### Signal wires by layer

Bar = 20 microns.
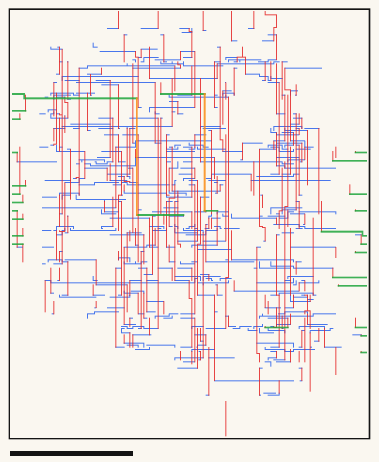
### Placed standard cells

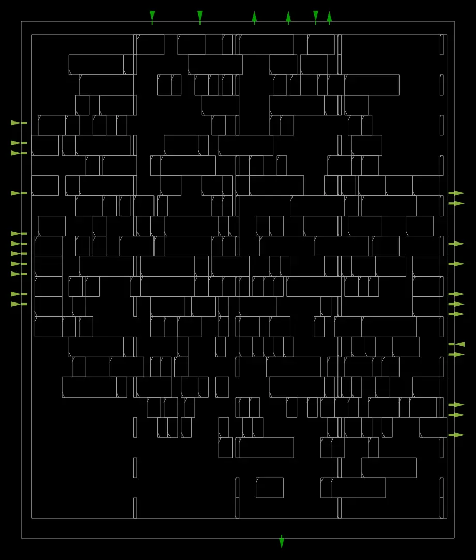
### Pin placement

Bar = 20 microns. Pins as bars across the die edge, other pins in gray.
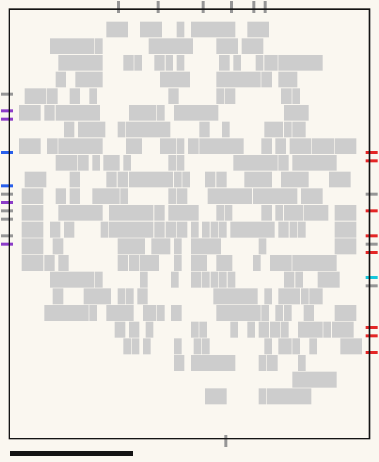
### Cells by drive strength

Bar = 20 microns.
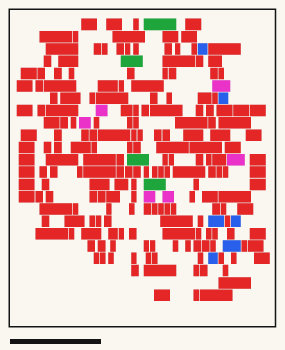
### The metal 3 layer

Bar = 20 microns.
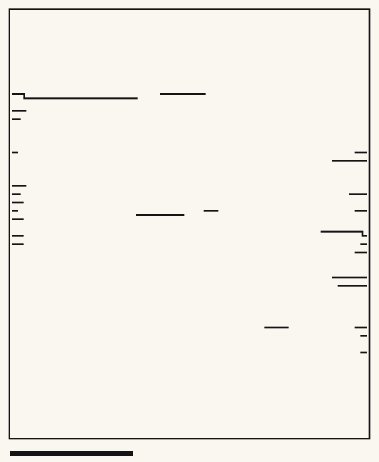
**src/rtl/diff_pkg.sv**
```systemverilog
// Shared types and helpers for the pipelined multi-lane subtractor.
// Holds the result-mode encoding and the popcount used by the underflow counter.
package diff_pkg;

  typedef enum logic [1:0] {
    DM_WRAP = 2'd0,
    DM_SAT  = 2'd1,
    DM_ABS  = 2'd2,
    DM_REV  = 2'd3
  } diff_mode_e;

  // Widest borrow vector the popcount helper accepts; callers zero-extend.
  localparam int POP_MAX = 256;
  localparam int POP_W   = 9;

  function automatic logic [POP_W-1:0] popcount(input logic [POP_MAX-1:0] v);
    logic [POP_W-1:0] pc;
    pc = {POP_W{1'b0}};
    for (int i = 0; i < POP_MAX; i++) begin
      pc = pc + {{(POP_W-1){1'b0}}, v[i]};
    end
    return pc;
  endfunction

endpackage

```
**src/rtl/diff_lane.sv**
```systemverilog
// Single-lane combinational subtractor with four result modes.
// The borrow is the MSB of the (WIDTH+1)-bit difference a-b.
module diff_lane
  import diff_pkg::*;
#(
  parameter int WIDTH = 4
) (
  input  logic [WIDTH-1:0] a,
  input  logic [WIDTH-1:0] b,
  input  diff_mode_e       mode,
  output logic [WIDTH-1:0] diff,
  output logic             borrow
);

  logic [WIDTH:0]   ab_s;
  logic [WIDTH-1:0] ba_s;

  assign ab_s   = {1'b0, a} - {1'b0, b};
  assign ba_s   = b - a;
  assign borrow = ab_s[WIDTH];

  // Result selection per mode.
  always_comb begin
    diff = ab_s[WIDTH-1:0];
    case (mode)
      DM_WRAP: diff = ab_s[WIDTH-1:0];
      DM_SAT:  diff = borrow ? {WIDTH{1'b0}} : ab_s[WIDTH-1:0];
      DM_ABS:  diff = borrow ? ba_s : ab_s[WIDTH-1:0];
      DM_REV:  diff = ba_s;
      default: diff = ab_s[WIDTH-1:0];
    endcase
  end

endmodule

```
**src/rtl/diff_pipe_unit.sv**
```systemverilog
// Two-stage valid/ready pipelined multi-lane subtractor with per-lane borrow
// flags and a saturating count of borrowing lanes over delivered results.
module diff_pipe_unit
  import diff_pkg::*;
#(
  parameter int WIDTH = 4,
  parameter int LANES = 1,
  parameter int CNT_W = 8
) (
  input  logic                   clk,
  input  logic                   rst_n,
  input  logic                   in_valid,
  output logic                   in_ready,
  input  logic [LANES*WIDTH-1:0] a,
  input  logic [LANES*WIDTH-1:0] b,
  input  logic [1:0]             mode,
  output logic                   out_valid,
  input  logic                   out_ready,
  output logic [LANES*WIDTH-1:0] diff,
  output logic [LANES-1:0]       borrow,
  output logic [CNT_W-1:0]       uflow_cnt,
  input  logic                   clr_cnt
);

  localparam int LW    = LANES * WIDTH;
  localparam int SUM_W = CNT_W + POP_W;

  logic             v1_q, v1_d;
  logic [LW-1:0]    a1_q, a1_d;
  logic [LW-1:0]    b1_q, b1_d;
  diff_mode_e       m1_q, m1_d;
  logic             v2_q, v2_d;
  logic [LW-1:0]    diff_q, diff_d;
  logic [LANES-1:0] borrow_q, borrow_d;
  logic [CNT_W-1:0] cnt_q, cnt_d;

  logic             rdy1_s, rdy2_s, out_fire_s;
  logic [LW-1:0]    lane_diff_s;
  logic [LANES-1:0] lane_borrow_s;
  logic [POP_MAX-1:0] borrow_ext_s;
  logic [SUM_W-1:0] sum_s;

  assign rdy2_s     = !v2_q || out_ready;
  assign rdy1_s     = !v1_q || rdy2_s;
  assign in_ready   = rst_n && rdy1_s;
  assign out_fire_s = v2_q && out_ready;

  assign out_valid  = v2_q;
  assign diff       = diff_q;
  assign borrow     = borrow_q;
  assign uflow_cnt  = cnt_q;

  for (genvar g = 0; g < LANES; g++) begin : g_lane
    diff_lane #(.WIDTH(WIDTH)) u_lane (
      .a      (a1_q[g*WIDTH +: WIDTH]),
      .b      (b1_q[g*WIDTH +: WIDTH]),
      .mode   (m1_q),
      .diff   (lane_diff_s[g*WIDTH +: WIDTH]),
      .borrow (lane_borrow_s[g])
    );
  end

  // Next-state for both pipeline stages and the underflow counter.
  always_comb begin
    v1_d     = v1_q;
    a1_d     = a1_q;
    b1_d     = b1_q;
    m1_d     = m1_q;
    v2_d     = v2_q;
    diff_d   = diff_q;
    borrow_d = borrow_q;
    cnt_d    = cnt_q;

    if (rdy1_s) begin
      v1_d = in_valid;
      if (in_valid) begin
        a1_d = a;
        b1_d = b;
        m1_d = diff_mode_e'(mode);
      end else begin
        a1_d = a1_q;
      end
    end else begin
      v1_d = v1_q;
    end

    // Result registers only reload when a new result arrives, so they stay
    // stable while stalled and keep the last value once drained.
    if (rdy2_s) begin
      v2_d = v1_q;
      if (v1_q) begin
        diff_d   = lane_diff_s;
        borrow_d = lane_borrow_s;
      end else begin
        diff_d   = diff_q;
      end
    end else begin
      v2_d = v2_q;
    end

    borrow_ext_s                = {POP_MAX{1'b0}};
    borrow_ext_s[LANES-1:0]     = borrow_q;
    sum_s = {{POP_W{1'b0}}, cnt_q} + {{CNT_W{1'b0}}, popcount(borrow_ext_s)};

    if (clr_cnt) begin
      cnt_d = {CNT_W{1'b0}};
    end else if (out_fire_s) begin
      if (sum_s > {{POP_W{1'b0}}, {CNT_W{1'b1}}}) begin
        cnt_d = {CNT_W{1'b1}};
      end else begin
        cnt_d = sum_s[CNT_W-1:0];
      end
    end else begin
      cnt_d = cnt_q;
    end
  end

  // State registers with synchronous active-low reset.
  always_ff @(posedge clk) begin
    if (!rst_n) begin
      v1_q     <= 1'b0;
      a1_q     <= {LW{1'b0}};
      b1_q     <= {LW{1'b0}};
      m1_q     <= DM_WRAP;
      v2_q     <= 1'b0;
      diff_q   <= {LW{1'b0}};
      borrow_q <= {LANES{1'b0}};
      cnt_q    <= {CNT_W{1'b0}};
    end else begin
      v1_q     <= v1_d;
      a1_q     <= a1_d;
      b1_q     <= b1_d;
      m1_q     <= m1_d;
      v2_q     <= v2_d;
      diff_q   <= diff_d;
      borrow_q <= borrow_d;
      cnt_q    <= cnt_d;
    end
  end

endmodule

```
**config.mk**
```make
export PLATFORM = sky130hd
export DESIGN_NAME = diff_pipe_unit
export DESIGN_NICKNAME = d
export VERILOG_FILES = /design/src/rtl/diff_pkg.sv /design/src/rtl/diff_lane.sv /design/src/rtl/diff_pipe_unit.sv
export SDC_FILE = /design/constraint.sdc
export NUM_CORES = 1
export LEC_CHECK = 0
export ABC_AREA = 1
export CORE_ASPECT_RATIO = 1.2
export CORE_UTILIZATION = 35
export DETAILED_ROUTE_END_ITERATION = 8
export SLEW_MARGIN = 20
export SYNTH_ARGS = -nofsm -noshare
export SYNTH_HDL_FRONTEND = slang
export SYNTH_SLANG_ARGS = --single-unit
```
**constraint.sdc**
```tcl
create_clock -name clk -period 2.2 [get_ports clk]
set_input_delay 0.44 -clock clk [delete_from_list [all_inputs] [get_ports clk]]
set_output_delay 0.44 -clock clk [all_outputs]
set_load 0.05 [all_outputs]
```
==> reports/results.ini <==
[pwr]
power_frac_clock_pct=28.1
power-top-group=sequential cells
p_comb_share_pct=23.2
vdd_drop_max_mv=0.246
powerComb_mw=0.234
p_int_mw=0.702
p_leak_nw=0.756
seq_cell_power_mw=0.491
pg_clk_mw=0.283
switching_share_pct=30.3
switchingPower_mw=0.306
pwr_density_cell_nw_per_um2=572
pwr-share-seq_pct=48.7
finalPower_mw=1.01

[logic_synthesis]
syn_area_sq_um=1340
synth_cells=181
ys_seq_share_pct=37.3
syn_area_per_cell_sq_um=7.41
yosys_warnings=0
top_area_share_pct=37.3
topCellsByArea=dfxtp_1 (37%), nand2_1 (8.7%), ha_1 (8.4%)
synth_cell_type_count=24
ff_type=dfxtp_1
yosysMostFrequentCell=nand2_1
xor_share_pct=3.26
ys_sh_simple_pct=24.2
adder_share_pct=11.4
mux_area_share_pct=0.746
yosys-top-cells-count=nand2_1 (31), inv_1 (28), dfxtp_1 (25)
edf_count=0
synth_chip_area_sq_um=1340
syn_nets=207
synth-compound-area-share_pct=13.7
top_logic_kind=simple AND/OR/NAND/NOR gates
synth_flops=25
async_flop_share_pct=0

[timing]
finClkSkew_ns=0.00447
setup_tns_ns=0
setup_ws_ns=0.235
setup_viol=0
grt_setup_unrepaired=no
worst_pin_slew_ns=0.500
fin_crit_ns=1.96
final_max_slew_viol_count=0
whs_ns=0.476
hold_viol_final=0
fmax_mhz=509
period_used_pct=89.3
max-slew-margin-rel_pct=66.6

[cts]
clockRootBuffer=clkbuf_8
clock_sinks=25
cts_max_path_buffers=2
clkTransAtPathRegs_ns=0.09
cts_inserted_buffers=3
cts_resized=0
htreeDepth=1
cts_tree=done
clock_latency_ns=0.27
hold_buffers=0
cts_setup_buffers=0

[final_layout]
final_cells=265
mostFrequentLayoutCell=nand2_1
finish.instance_area_sq_um=1760
layout_top_cells=nand2_1 (31), inv_1 (28), clkdlybuf4s50_1 (28)
nets=240
syn_to_final_growth_pct=31.3
num_antenna_cells=0

[placement]
dpl.cell_count=261
place_ws_ns=0.241
gp_congestion=0.756
placed_area_sq_um=1710
hpwlAfterDp_mm=2.10

[hold_path]
min_to=b1_q[2]
min_from=b1_q[2]
hold_class=reg2reg
min_path_cells=2

[critical_path]
r2r_start=a1_q[0]
critical_path_class=reg2out
crit_family=buffers and inverters
regToRegSetupSlack_ns=0.32
cp_max_fo=5
cpMaxStageDelayCell=clkdlybuf4s50_1
worstPathCellList=clkdlybuf4s50_1
arrival_ns=1.52
max_stage_delay_ns=0.83
critPathLaunch=uflow_cnt[4]
crit_buf_inv=1
worstRegToRegCells=12
endpoint=uflow_cnt[4]
required_ns=1.76
crit_cells=1
end_kind=primary output
r2r-end=diff[3]

[grt]
antenna_found_initial=0
grt-ovfl-total=0
grt_pass1_vias=1136
gr-usage-all-layers_pct=14.7
grt_max_degree=20
grt_pass1_wl_mm=4.71

[flow_run]
maxCapViolations=0
warning_count=30

[detailed_routing]
wire_per_inst_microns=9.88
first_pass_iters=4
postRouteWirelength_mm=2.62
ant_nets=0
drtIter0Drc=35
route.detailed.drc=0
via_per_inst=4.52
vias=1199

[die]
die_area_sq_um=4080
fp_util_pct=36.6
coreArea_sq_um=3660
num_io_pins=30

[outcome]
run_status=completed

Back to the opening pictures, 'Signal wires by layer':
legend:
  metal 1:
    color: blue
    wire_length: 1160 microns
  metal 3:
    color: green
    wire_length: 91.2 microns
  metal 2:
    color: red
    wire_length: 1330 microns
  metal 4:
    color: orange
    wire_length: 38.1 microns

Back to the opening pictures, 'Placed standard cells':
Filler Cells Inserted: 385
post-layout util: 48.1%
row cnt: 24

Back to the opening pictures, 'Pin placement':
legend:
  mode:
    color: blue
    pins: 2
    direction: input
    edge: left
  uflow_cnt:
    color: red
    pins: 8
    direction: output
    edge: right
  clr_cnt:
    color: cyan
    pins: 1
    direction: input
    edge: right
  b:
    color: purple
    pins: 4
    direction: input
    edge: left
all pins by edge: 12 right, 11 left, 6 top, 1 bottom
IO buf count: 29
Die X: 58.5 microns
Die H: 69.8 microns

Back to the opening pictures, 'Cells by drive strength':
legend:
  _3 and _4 cells:
    color: magenta
    cells: 6
    share: 2.8%
    most_used: buf_4
  _2 cells:
    color: blue
    cells: 6
    share: 2.8%
    most_used: nand2_2
  _6 and larger:
    color: green
    cells: 4
    share: 1.9%
    most_used: clkbuf_8
  _0 and _1 cells:
    color: red
    cells: 197
    share: 92%
    most_used: nand2_1

Back to the opening pictures, 'The metal 3 layer':
wire length on this layer: 91.2 microns
share of all routed wire: 3.5%
nets with wire on the layer: 25
longest straight run: 18.4 microns
main direction: horizontal

==> sequential cells by signal (all words and copies together) (netlist names) <==
register   count
out_valid      1
b1_q           4
m1_q           2
v1_q           1
uflow_cnt      8
borrow         1
diff           4
a1_q           4
==> final cells by class <==
class,instances,area [sq um]
Sequential cell,25,500
Clock inverter,1,7.51
Multi-Input combinational cell,123,714
Inverter,29,109
Fill cell,385,1900
Tap cell,52,65.1
Clock buffer,3,41.3
Timing Repair Buffer,32,323
==> routing by layer <==
metal	vias to the layer above	GRT usage, %	wire, microns
li1	642	-	-
met1	525	16.8	1160
met2	28	26.6	1330
met3	4	2.24	91
met4	0	5.56	38
met5	-	0	0
Power and IR drop assume default switching activity.
